`config.mk`:
```
export PLATFORM = sky130hd
export DESIGN_NAME = stack_cmd_ctrl
export DESIGN_NICKNAME = d
export VERILOG_FILES = /design/src/rtl/stack_pkg.sv /design/src/rtl/debounce.sv /design/src/rtl/stack_cmd_ctrl.sv
export SDC_FILE = /design/constraint.sdc
export NUM_CORES = 1
export LEC_CHECK = 0
export CORE_MARGIN = 2
export CORE_UTILIZATION = 45
export DETAILED_ROUTE_END_ITERATION = 10
export PLACE_DENSITY = 0.68
export SYNTH_ARGS = -nofsm -noshare
export SYNTH_HDL_FRONTEND = slang
export SYNTH_SLANG_ARGS = --single-unit
```
`constraint.sdc`:
```
create_clock -name CLK -period 1.25 [get_ports CLK]
set_input_delay 0.3125 -clock CLK [delete_from_list [all_inputs] [get_ports CLK]]
set_output_delay 0.3125 -clock CLK [all_outputs]
set_load 0.03 [all_outputs]
```
`src/rtl/stack_pkg.sv`:
```
// Shared constants and command decode for the stack and its button controller.
package stack_pkg;

  localparam int unsigned StackDataWidth      = 2;
  localparam int unsigned StackDebounceCycles = 16;

  typedef enum logic [1:0] {
    CmdNone,
    CmdPush,
    CmdPop,
    CmdReject
  } cmd_e;

  // A same-cycle push and pop is ambiguous, so both are refused.
  function automatic cmd_e decode_cmd(logic push_req, logic pop_req, logic full, logic empty);
    if (push_req && pop_req) return CmdReject;
    if (push_req) return full ? CmdReject : CmdPush;
    if (pop_req) return empty ? CmdReject : CmdPop;
    return CmdNone;
  endfunction

endpackage

```
`src/rtl/debounce.sv`:
```
// Two-flop synchronizer followed by a saturating stability counter for one raw button.
module debounce #(
  parameter int unsigned Cycles = 16
) (
  input  logic clk_i,
  input  logic rst_ni,
  input  logic raw_i,
  output logic deb_o
);

  localparam int unsigned CntW = $clog2(Cycles);

  logic            s1_q, s2_q;
  logic            deb_q, deb_d;
  logic [CntW-1:0] cnt_q, cnt_d;

  // The counter clears on the accepting edge, so it never reaches Cycles.
  always_comb begin
    cnt_d = '0;
    deb_d = deb_q;
    if (s2_q != deb_q) begin
      if (cnt_q == CntW'(Cycles - 1)) begin
        deb_d = ~deb_q;
      end else begin
        cnt_d = cnt_q + CntW'(1);
      end
    end
  end

  always_ff @(posedge clk_i or negedge rst_ni) begin
    if (!rst_ni) begin
      s1_q  <= 1'b0;
      s2_q  <= 1'b0;
      deb_q <= 1'b0;
      cnt_q <= '0;
    end else begin
      s1_q  <= raw_i;
      s2_q  <= s1_q;
      deb_q <= deb_d;
      cnt_q <= cnt_d;
    end
  end

  assign deb_o = deb_q;

endmodule

```
`src/rtl/stack_cmd_ctrl.sv`:
```
// Turns bouncing push/pop buttons into single-cycle, mutually exclusive stack strobes.
module stack_cmd_ctrl
  import stack_pkg::*;
#(
  parameter int unsigned DATA_WIDTH      = StackDataWidth,
  parameter int unsigned DEBOUNCE_CYCLES = StackDebounceCycles
) (
  input  logic                  CLK,
  input  logic                  RST_N,
  input  logic                  BTN_PUSH,
  input  logic                  BTN_POP,
  input  logic [DATA_WIDTH-1:0] DATA_SW,
  input  logic                  FULL,
  input  logic                  EMPTY,
  output logic                  PUSH,
  output logic                  POP,
  output logic [DATA_WIDTH-1:0] DATA_OUT,
  output logic                  ERR
);

  logic                  deb_push, deb_pop;
  logic                  push_deb_q, pop_deb_q;
  logic                  push_rise, pop_rise;
  logic [DATA_WIDTH-1:0] data_s1_q, data_s2_q;
  logic [DATA_WIDTH-1:0] data_q, data_d;
  logic                  push_q, push_d;
  logic                  pop_q, pop_d;
  logic                  err_q, err_d;
  cmd_e                  cmd;

  debounce #(
    .Cycles (DEBOUNCE_CYCLES)
  ) u_push_deb (
    .clk_i  (CLK),
    .rst_ni (RST_N),
    .raw_i  (BTN_PUSH),
    .deb_o  (deb_push)
  );

  debounce #(
    .Cycles (DEBOUNCE_CYCLES)
  ) u_pop_deb (
    .clk_i  (CLK),
    .rst_ni (RST_N),
    .raw_i  (BTN_POP),
    .deb_o  (deb_pop)
  );

  assign push_rise = deb_push & ~push_deb_q;
  assign pop_rise  = deb_pop & ~pop_deb_q;

  always_comb begin
    cmd    = decode_cmd(push_rise, pop_rise, FULL, EMPTY);
    push_d = (cmd == CmdPush);
    pop_d  = (cmd == CmdPop);
    data_d = data_q;
    err_d  = err_q;
    unique case (cmd)
      CmdPush: begin
        data_d = data_s2_q;
        err_d  = 1'b0;
      end
      CmdPop:    err_d = 1'b0;
      CmdReject: err_d = 1'b1;
      CmdNone:   ;
    endcase
  end

  always_ff @(posedge CLK or negedge RST_N) begin
    if (!RST_N) begin
      data_s1_q  <= '0;
      data_s2_q  <= '0;
      push_deb_q <= 1'b0;
      pop_deb_q  <= 1'b0;
      push_q     <= 1'b0;
      pop_q      <= 1'b0;
      data_q     <= '0;
      err_q      <= 1'b0;
    end else begin
      data_s1_q  <= DATA_SW;
      data_s2_q  <= data_s1_q;
      push_deb_q <= deb_push;
      pop_deb_q  <= deb_pop;
      push_q     <= push_d;
      pop_q      <= pop_d;
      data_q     <= data_d;
      err_q      <= err_d;
    end
  end

  assign PUSH     = push_q;
  assign POP      = pop_q;
  assign DATA_OUT = data_q;
  assign ERR      = err_q;

endmodule

```
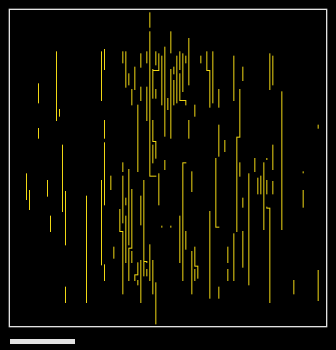
Fig. 1. M2 wires.
The bar under the picture is 10 µm long.
main direction: vertical
nets with wire on the layer: 87
grt met2 use: 22.0%
routed via count: 533
final WL: 1380 µm

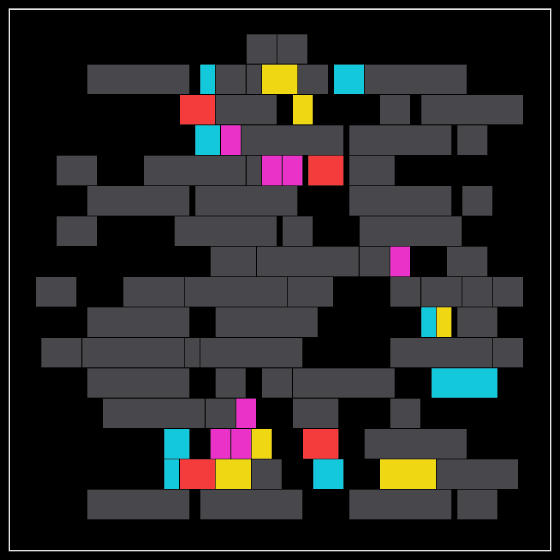
Fig. 2. Gate families picked out.
| family | color | cells |
|---|---|---|
| xor and xnor cells | red | 4 |
| aoi and oai cells | magenta | 7 |
| nand cells | yellow | 6 |
| nor cells | cyan | 8 |

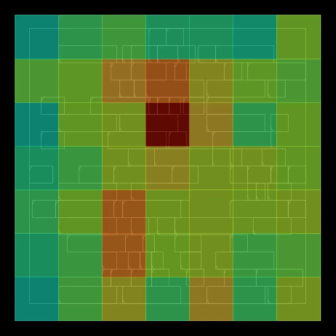
Fig. 3. Track usage over the die.
GRT Max-Usage Layer: met2
met3 usage: 4.32%
GR Util All Layers: 14.2%
wire per inst: 12.2 µm

==> flow_summary.ini <==
; generated from flow reports
[drt]
via_per_inst = 4.72
drc_errors = 0
wl_met1_um = 646
wl_met3_um = 61
ant_nets = 0
drt_iter0_markers = 2
wl_met2_um = 621

[final_timing]
tightestPinTransition_ps = 352
maxSlewHeadroom_pct = 76.3
fmax_mhz = 817
setup_viol = 0
setup_tns_ps = 0
worst_slack_ps = 26.5
hold_viol = 0
grt_setup_unrepaired = true
finalClockPeriodUsage_pct = 97.9
fin_worst_skew_ps = 3.31

[yosys]
ys_seq_share_pct = 70.6
syn_inst = 60
edf_count = 0
ys_cells = 60
ys.warnings.count = 0
ys_top_cells_by_area = dfrtp_1 71%, mux2_2 5.1%, xnor2_1 4.0%
ys_top_logic_family = simple AND/OR/NAND/NOR gates
top_area_share_pct = 70.6
ys_sh_mux_pct = 6.21
syn_nets = 70
ys_sh_simple_pct = 11.6
postSynth.asyncResetShare_pct = 100
yosys_area_um2 = 886
synth_cell_types = 17
avgSynthCellArea_um2 = 14.8
ys_ff = 25
top_cells_by_count = 25 x dfrtp_1, 5 x a21oi_1, 4 x mux2_2, 4 x xnor2_1, 3 x nor2_1
ys_sh_adder_pct = 2.82
ff_type = dfrtp_1
top_cell = dfrtp_1
synthXorXnorAreaFrac_pct = 3.95

[global_route]
grt_pass1_wl_um = 2430
grt_start_max_net_pins = 26
grt_overflow = 0
antenna_found_initial = 0

[clocking]
cts-root-buf = clkbuf_4
cts.sinks = 25
cts_buffers = 3
cts_tree = yes
clk_pin_slew_worst_paths_ps = 120
clk_latency_ps = 310
htreeDepth = 1
clock_path_buffers = 2
cts-hold-fix-buffers = 0

[die]
die_w_um = 48.4
die_h_um = 48.4
rows = 16
dieArea_um2 = 2340
io_pins = 13

[cells_and_area]
layout_top_cells = 25 x dfrtp_1, 14 x buf_4, 7 x clkdlybuf4s50_1
regArea_um2 = 626
post-route-util_pct = 60.5
syn_to_final_growth_pct = 29.9
lay_top_count = dfrtp_1
antenna_cells = 0
layout-drive-gt1-share_pct = 30.2
final_cells = 113
fin_area_um2 = 1150

[job]
cap_viol_max_count = 0

[placed_design]
portBuffers = 12
pre_cts_slack_ps = -255
post-dp-hpwl_um = 966
place_congestion = 0.714
dp_cells = 106

[critical_path]
required_ps = 1460
critPathMaxFanout = 3
start_kind = flop
crit_path_end_kind = flop
ff2ff_setup_slack_ps = 30

[power]
ir_drop_v = 0.000901
p_total_mw = 1.31
p_leak_nw = 0.527
power_per_cell_area_nw_per_um2 = 1140

[status]
outcome = finished, final reports clean
==> what timing repair did <==
action | CTS | global route
resized | 2 | 1
pin swaps | 0 | 1
buffers inserted | 0 | 3
setup endpoints to repair | 3 | 5
==> worst paths after layout <==
check	startpoint	end	depth (start not counted)
setup / recovery	u_pop_deb.deb_o$_DFFE_PN0P_	DATA_OUT[0]$_DFFE_PN0N_	3
hold / removal	RST_N	u_push_deb.cnt_q[0]$_DFF_PN0_	2
setup reg to reg	u_pop_deb.deb_o$_DFFE_PN0P_	DATA_OUT[0]$_DFFE_PN0N_	3
hold reg to reg	u_pop_deb.s1_q$_DFF_PN0_	u_pop_deb.s2_q$_DFF_PN0_	0
max in group asynchronous	RST_N	u_push_deb.cnt_q[1]$_DFF_PN0_	2
min in group CLK	u_pop_deb.s1_q$_DFF_PN0_	u_pop_deb.s2_q$_DFF_PN0_	0
==> critical path, cell delays in order, from the launching register on <==
cell,delay (ps)
dfrtp_1,400
and2b_1,200
nor3_4,170
mux2_2,350
==> power by group <==
group / switching (mW) / total (mW) / internal, mW
registers: 0.0223 / 0.862 / 0.839
clock network: 0.216 / 0.340 / 0.125
logic: 0.0473 / 0.108 / 0.0609
==> registers in the layout (all words and copies together), names as in the netlist <==
signal and cells:
u_pop_deb.cnt_q 4, u_push_deb.cnt_q 4, DATA_OUT 2, data_s1_q 2, data_s2_q 2, ERR 1
POP 1, PUSH 1, pop_deb_q 1, push_deb_q 1, u_pop_deb.deb_o 1, u_pop_deb.s1_q 1
u_pop_deb.s2_q 1, u_push_deb.deb_o 1, u_push_deb.s1_q 1, u_push_deb.s2_q 1
==> area by class of cell <==
cell class,instances,area share [%]
sequential,25,54.3
clock buffer,4,2.28
timing repair buffer,22,17.0
tap,27,2.93
multi-input combinational,33,22.8
inverter,2,0.652
Power is estimated from default activity; no workload was simulated.
